$ cat config.mk
export PLATFORM = sky130hd
export DESIGN_NAME = measure_avg
export DESIGN_NICKNAME = d
export VERILOG_FILES = /design/src/rtl/measure_avg.sv
export SDC_FILE = /design/constraint.sdc
export NUM_CORES = 1
export LEC_CHECK = 0
export CAP_MARGIN = 40
export CORE_ASPECT_RATIO = 1.25
export CORE_UTILIZATION = 50
export DETAILED_ROUTE_END_ITERATION = 16
export PLACE_DENSITY = 0.69
export SLEW_MARGIN = 30
export SYNTH_ARGS = -nofsm -noshare
export SYNTH_HDL_FRONTEND = slang
export SYNTH_SLANG_ARGS = --single-unit
$ cat constraint.sdc
create_clock -name clk_sys -period 9 [get_ports clk_sys]
set_input_delay 1.35 -clock clk_sys [delete_from_list [all_inputs] [get_ports clk_sys]]
set_output_delay 1.35 -clock clk_sys [all_outputs]
set_load 0.02 [all_outputs]
$ cat src/rtl/measure_avg.sv
// Sliding-window average of the last 2^LOG_N good measurements, divided serially,
// with error/drop counters and an 8-bit read-only register window on the fx bus.
module measure_avg #(
  parameter int          LOG_N     = 3,
  parameter int          DW        = 16,
  parameter logic [21:0] BASE_ADDR = 22'h000100
) (
  input  logic          clk_sys,
  input  logic          rst_n,
  input  logic          meas_done,
  input  logic          meas_err,
  input  logic [DW-1:0] meas_data,
  input  logic          clr,
  output logic [DW-1:0] avg_data,
  output logic          avg_pulse,
  output logic          avg_vld,
  input  logic          fx_rd,
  input  logic [21:0]   fx_raddr,
  output logic [7:0]    fx_q,
  output logic          fx_hit
);

  localparam int N   = 1 << LOG_N;
  localparam int SW  = DW + LOG_N;
  localparam int CW  = LOG_N + 1;
  localparam int RW  = LOG_N + 2;
  localparam int RSW = LOG_N + 1;
  localparam int DCW = $clog2(SW);

  typedef enum logic [1:0] {
    ST_IDLE = 2'd0,
    ST_UPD  = 2'd1,
    ST_DIV  = 2'd2,
    ST_OUT  = 2'd3
  } state_t;

  state_t         state_r;
  logic [DW-1:0]  last_data_r;
  logic [DW-1:0]  buf_r [N];
  logic [LOG_N-1:0] wr_ptr_r;
  logic [CW-1:0]  count_r;
  logic [SW-1:0]  sum_r;
  logic [7:0]     err_cnt_r;
  logic [7:0]     drop_cnt_r;
  logic [SW-1:0]  dvd_r;
  logic [RSW-1:0] rem_r;
  logic [DCW-1:0] step_r;
  logic [DW-1:0]  avg_data_r;
  logic           avg_pulse_r;
  logic           avg_vld_r;
  logic [7:0]     fx_q_r;
  logic           fx_hit_r;

  logic           data_zero_s;
  logic           good_s;
  logic           bad_s;
  logic [DW-1:0]  old_s;
  logic [SW-1:0]  sum_new_s;
  logic [CW-1:0]  count_new_s;
  logic [RW-1:0]  trial_s;
  logic [RW-1:0]  divisor_s;
  logic           ge_s;
  logic           hit_s;
  logic [7:0]     reg_sel_s;

  // Sample classification, window update terms and one restoring-divide step.
  always_comb begin
    data_zero_s = (meas_data == {DW{1'b0}});
    good_s      = meas_done & ~meas_err & ~data_zero_s;
    bad_s       = meas_err | (meas_done & data_zero_s);
    if (count_r == CW'(N)) begin
      old_s       = buf_r[wr_ptr_r];
      count_new_s = count_r;
    end else begin
      old_s       = {DW{1'b0}};
      count_new_s = count_r + CW'(1);
    end
    sum_new_s = sum_r + SW'(last_data_r) - SW'(old_s);
    trial_s   = {rem_r, dvd_r[SW-1]};
    divisor_s = RW'(count_r);
    ge_s      = (trial_s >= divisor_s);
  end

  // Register window decode; only the low nibble selects within the block.
  always_comb begin
    hit_s = fx_rd & (fx_raddr[21:4] == BASE_ADDR[21:4]);
    case (fx_raddr[3:0])
      4'd0:    reg_sel_s = avg_data_r[7:0];
      4'd1:    reg_sel_s = avg_data_r[15:8];
      4'd2:    reg_sel_s = 8'(count_r);
      4'd3:    reg_sel_s = err_cnt_r;
      4'd4:    reg_sel_s = drop_cnt_r;
      4'd5:    reg_sel_s = last_data_r[7:0];
      4'd6:    reg_sel_s = last_data_r[15:8];
      4'd7:    reg_sel_s = {7'b0000000, avg_vld_r};
      default: reg_sel_s = 8'h00;
    endcase
  end

  // Window storage; contents are never cleared because count_r guards them.
  always_ff @(posedge clk_sys) begin
    if (rst_n && !clr && (state_r == ST_UPD)) begin
      buf_r[wr_ptr_r] <= last_data_r;
    end
  end

  // Control FSM, window bookkeeping, serial divider and result outputs.
  always_ff @(posedge clk_sys) begin
    if (!rst_n) begin
      state_r     <= ST_IDLE;
      last_data_r <= {DW{1'b0}};
      wr_ptr_r    <= {LOG_N{1'b0}};
      count_r     <= {CW{1'b0}};
      sum_r       <= {SW{1'b0}};
      err_cnt_r   <= 8'h00;
      drop_cnt_r  <= 8'h00;
      dvd_r       <= {SW{1'b0}};
      rem_r       <= {RSW{1'b0}};
      step_r      <= {DCW{1'b0}};
      avg_data_r  <= {DW{1'b0}};
      avg_pulse_r <= 1'b0;
      avg_vld_r   <= 1'b0;
    end else if (clr) begin
      state_r     <= ST_IDLE;
      wr_ptr_r    <= {LOG_N{1'b0}};
      count_r     <= {CW{1'b0}};
      sum_r       <= {SW{1'b0}};
      err_cnt_r   <= 8'h00;
      drop_cnt_r  <= 8'h00;
      step_r      <= {DCW{1'b0}};
      avg_data_r  <= {DW{1'b0}};
      avg_pulse_r <= 1'b0;
      avg_vld_r   <= 1'b0;
    end else begin
      avg_pulse_r <= 1'b0;
      if (bad_s && (err_cnt_r != 8'hFF)) begin
        err_cnt_r <= err_cnt_r + 8'd1;
      end else begin
        err_cnt_r <= err_cnt_r;
      end
      // A good sample is only taken while idle; otherwise it counts as dropped.
      if (good_s && (state_r != ST_IDLE) && (drop_cnt_r != 8'hFF)) begin
        drop_cnt_r <= drop_cnt_r + 8'd1;
      end else begin
        drop_cnt_r <= drop_cnt_r;
      end
      case (state_r)
        ST_IDLE: begin
          if (good_s) begin
            last_data_r <= meas_data;
            state_r     <= ST_UPD;
          end else begin
            state_r     <= ST_IDLE;
          end
        end
        ST_UPD: begin
          sum_r    <= sum_new_s;
          count_r  <= count_new_s;
          wr_ptr_r <= wr_ptr_r + LOG_N'(1);
          dvd_r    <= sum_new_s;
          rem_r    <= {RSW{1'b0}};
          step_r   <= {DCW{1'b0}};
          state_r  <= ST_DIV;
        end
        ST_DIV: begin
          // Quotient bits shift in from the bottom as the dividend shifts out the top.
          rem_r  <= ge_s ? RSW'(trial_s - divisor_s) : RSW'(trial_s);
          dvd_r  <= {dvd_r[SW-2:0], ge_s};
          step_r <= step_r + DCW'(1);
          if (step_r == DCW'(SW - 1)) begin
            state_r <= ST_OUT;
          end else begin
            state_r <= ST_DIV;
          end
        end
        ST_OUT: begin
          avg_data_r  <= dvd_r[DW-1:0];
          avg_pulse_r <= 1'b1;
          avg_vld_r   <= 1'b1;
          state_r     <= ST_IDLE;
        end
        default: begin
          state_r <= ST_IDLE;
        end
      endcase
    end
  end

  // Read port: data and hit are registered together and return pre-edge values.
  always_ff @(posedge clk_sys) begin
    if (!rst_n) begin
      fx_q_r   <= 8'h00;
      fx_hit_r <= 1'b0;
    end else if (hit_s) begin
      fx_q_r   <= reg_sel_s;
      fx_hit_r <= 1'b1;
    end else begin
      fx_q_r   <= 8'h00;
      fx_hit_r <= 1'b0;
    end
  end

  assign avg_data  = avg_data_r;
  assign avg_pulse = avg_pulse_r;
  assign avg_vld   = avg_vld_r;
  assign fx_q      = fx_q_r;
  assign fx_hit    = fx_hit_r;

endmodule

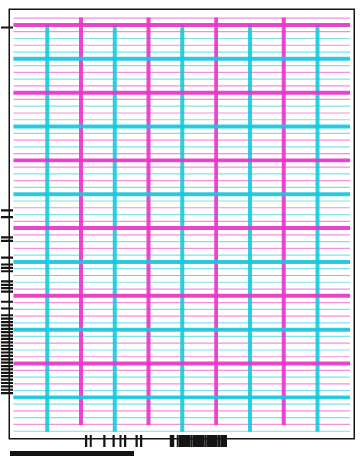
**Above:** floorplan with the power grid.
Bar = 50 µm. Pins as bars on the die edge.
Cyan stands for VSS. Magenta stands for VDD.
9 straps on met4. 62 met1 rails follow the rows. 12 straps on met5. The core has 61 rows. 71 signal pins sit on the boundary.
DIE HEIGHT: 171.9 µm
Worst VDD drop: 127.8 µV
core footprint: 0.02244 mm²

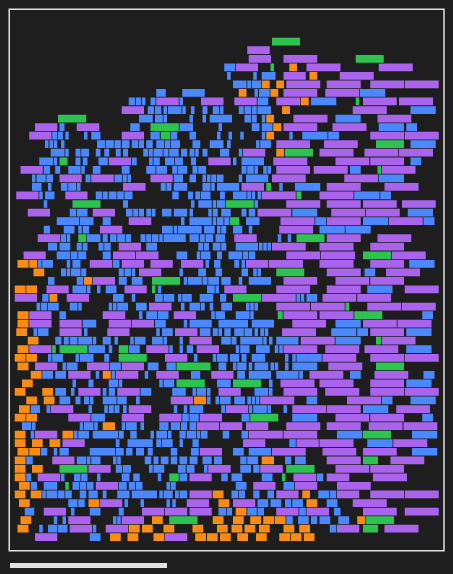
**Above:** cells colored by class.
Bar = 50 µm.
Purple stands for registers, cells 246, share of their area 48%. Blue stands for remaining logic cells, cells 670, share of their area 40%. Orange stands for remaining buffers and delay cells, cells 91, share of their area 6.7%. Green stands for clock drivers and dummy loads, cells 46, share of their area 6.0%.

==> reports/results.env <==
GLOBAL_ROUTE_TOTAL_USAGE_ACROSS_EVERY_LAYER=0.2335
CTS-HOLD-FIX-BUFFERS=0
HTREE_NUM_LEVELS=1
GRT_USE_MET2=0.3924
FINAL_UTIL=0.5979
TOP_LAYER='met4'
POSTCTSRESIZEDCELLS=0
SYNTH_AREA_PER_CELL_UM2=11.98
VIA_COUNT=7589
CRIT_BUF_INV=2
SYNTH.AREA.MUX_SHARE=0.1362
POSTLAYOUTCELLAREA_MM2=0.01342
GRT-OVFL-TOTAL=0
FINALWIRELENGTH_UM=26310
MET3_LENGTH_UM=1211
STATUS='complete, no violations'
CTS_TREE='yes'
YS_ASYNC_SR_FRACTION=0
WORST_SKEW_PAIR.LATE_LATENCY_NS=0.53
CLOCK_TREE.BUFFER_DEPTH=3
DRTANTENNAVIOLNETS=0
WL_PER_CELL_UM=19.69
LARGEST_REGISTER='buf_r'
YS_TOP_CELLS_BY_AREA='sky130_fd_sc_hd__edfxtp_1 33%, sky130_fd_sc_hd__dfxtp_1 20%, sky130_fd_sc_hd__mux4_2 7.0%'
AREA_DELTA_SYNTH_FINAL_PCT=16.16
PWR.GROUP.COMBINATIONAL_uW=211
CTS_SETUP_BUFFERS=0
YS_WARN_COUNT=0
YOSYS.AREA_SHARE.SIMPLE=0.1124
LAYOUT.NON_CLOCK_INVERTERS=77
SEQ_AREA_FRAC=0.4627
HPWLAFTERDP_UM=18160
HOLDPATHSTAGES=2
MOST_COMMON_CELL='sky130_fd_sc_hd__edfxtp_1'
LAYOUT.CELLS.NON_FILLER=1336
LEAKAGEPOWER_uW=0.004732
GRT_BUSIEST_LAYER='met2'
PLACEMENT.CELL_AREA_MM2=0.01263
TRANSITION_TIME_OF_THE_TIGHTEST_SLEW_CHECK_PIN_NS=0.7514
NUM-MULTI-INPUT-GATES=593
TIMING.CRITICAL_PATH.FROM_TYPE='register'
POWER.SEQUENTIAL.TOTAL_uW=1190
SYNTH_FLOP_COUNT=246
CTS.SINKS=246
LAYOUT_CLOCK_AREA_FRAC=0.05838
DR.FIRST_ITER.DRC_COUNT=521
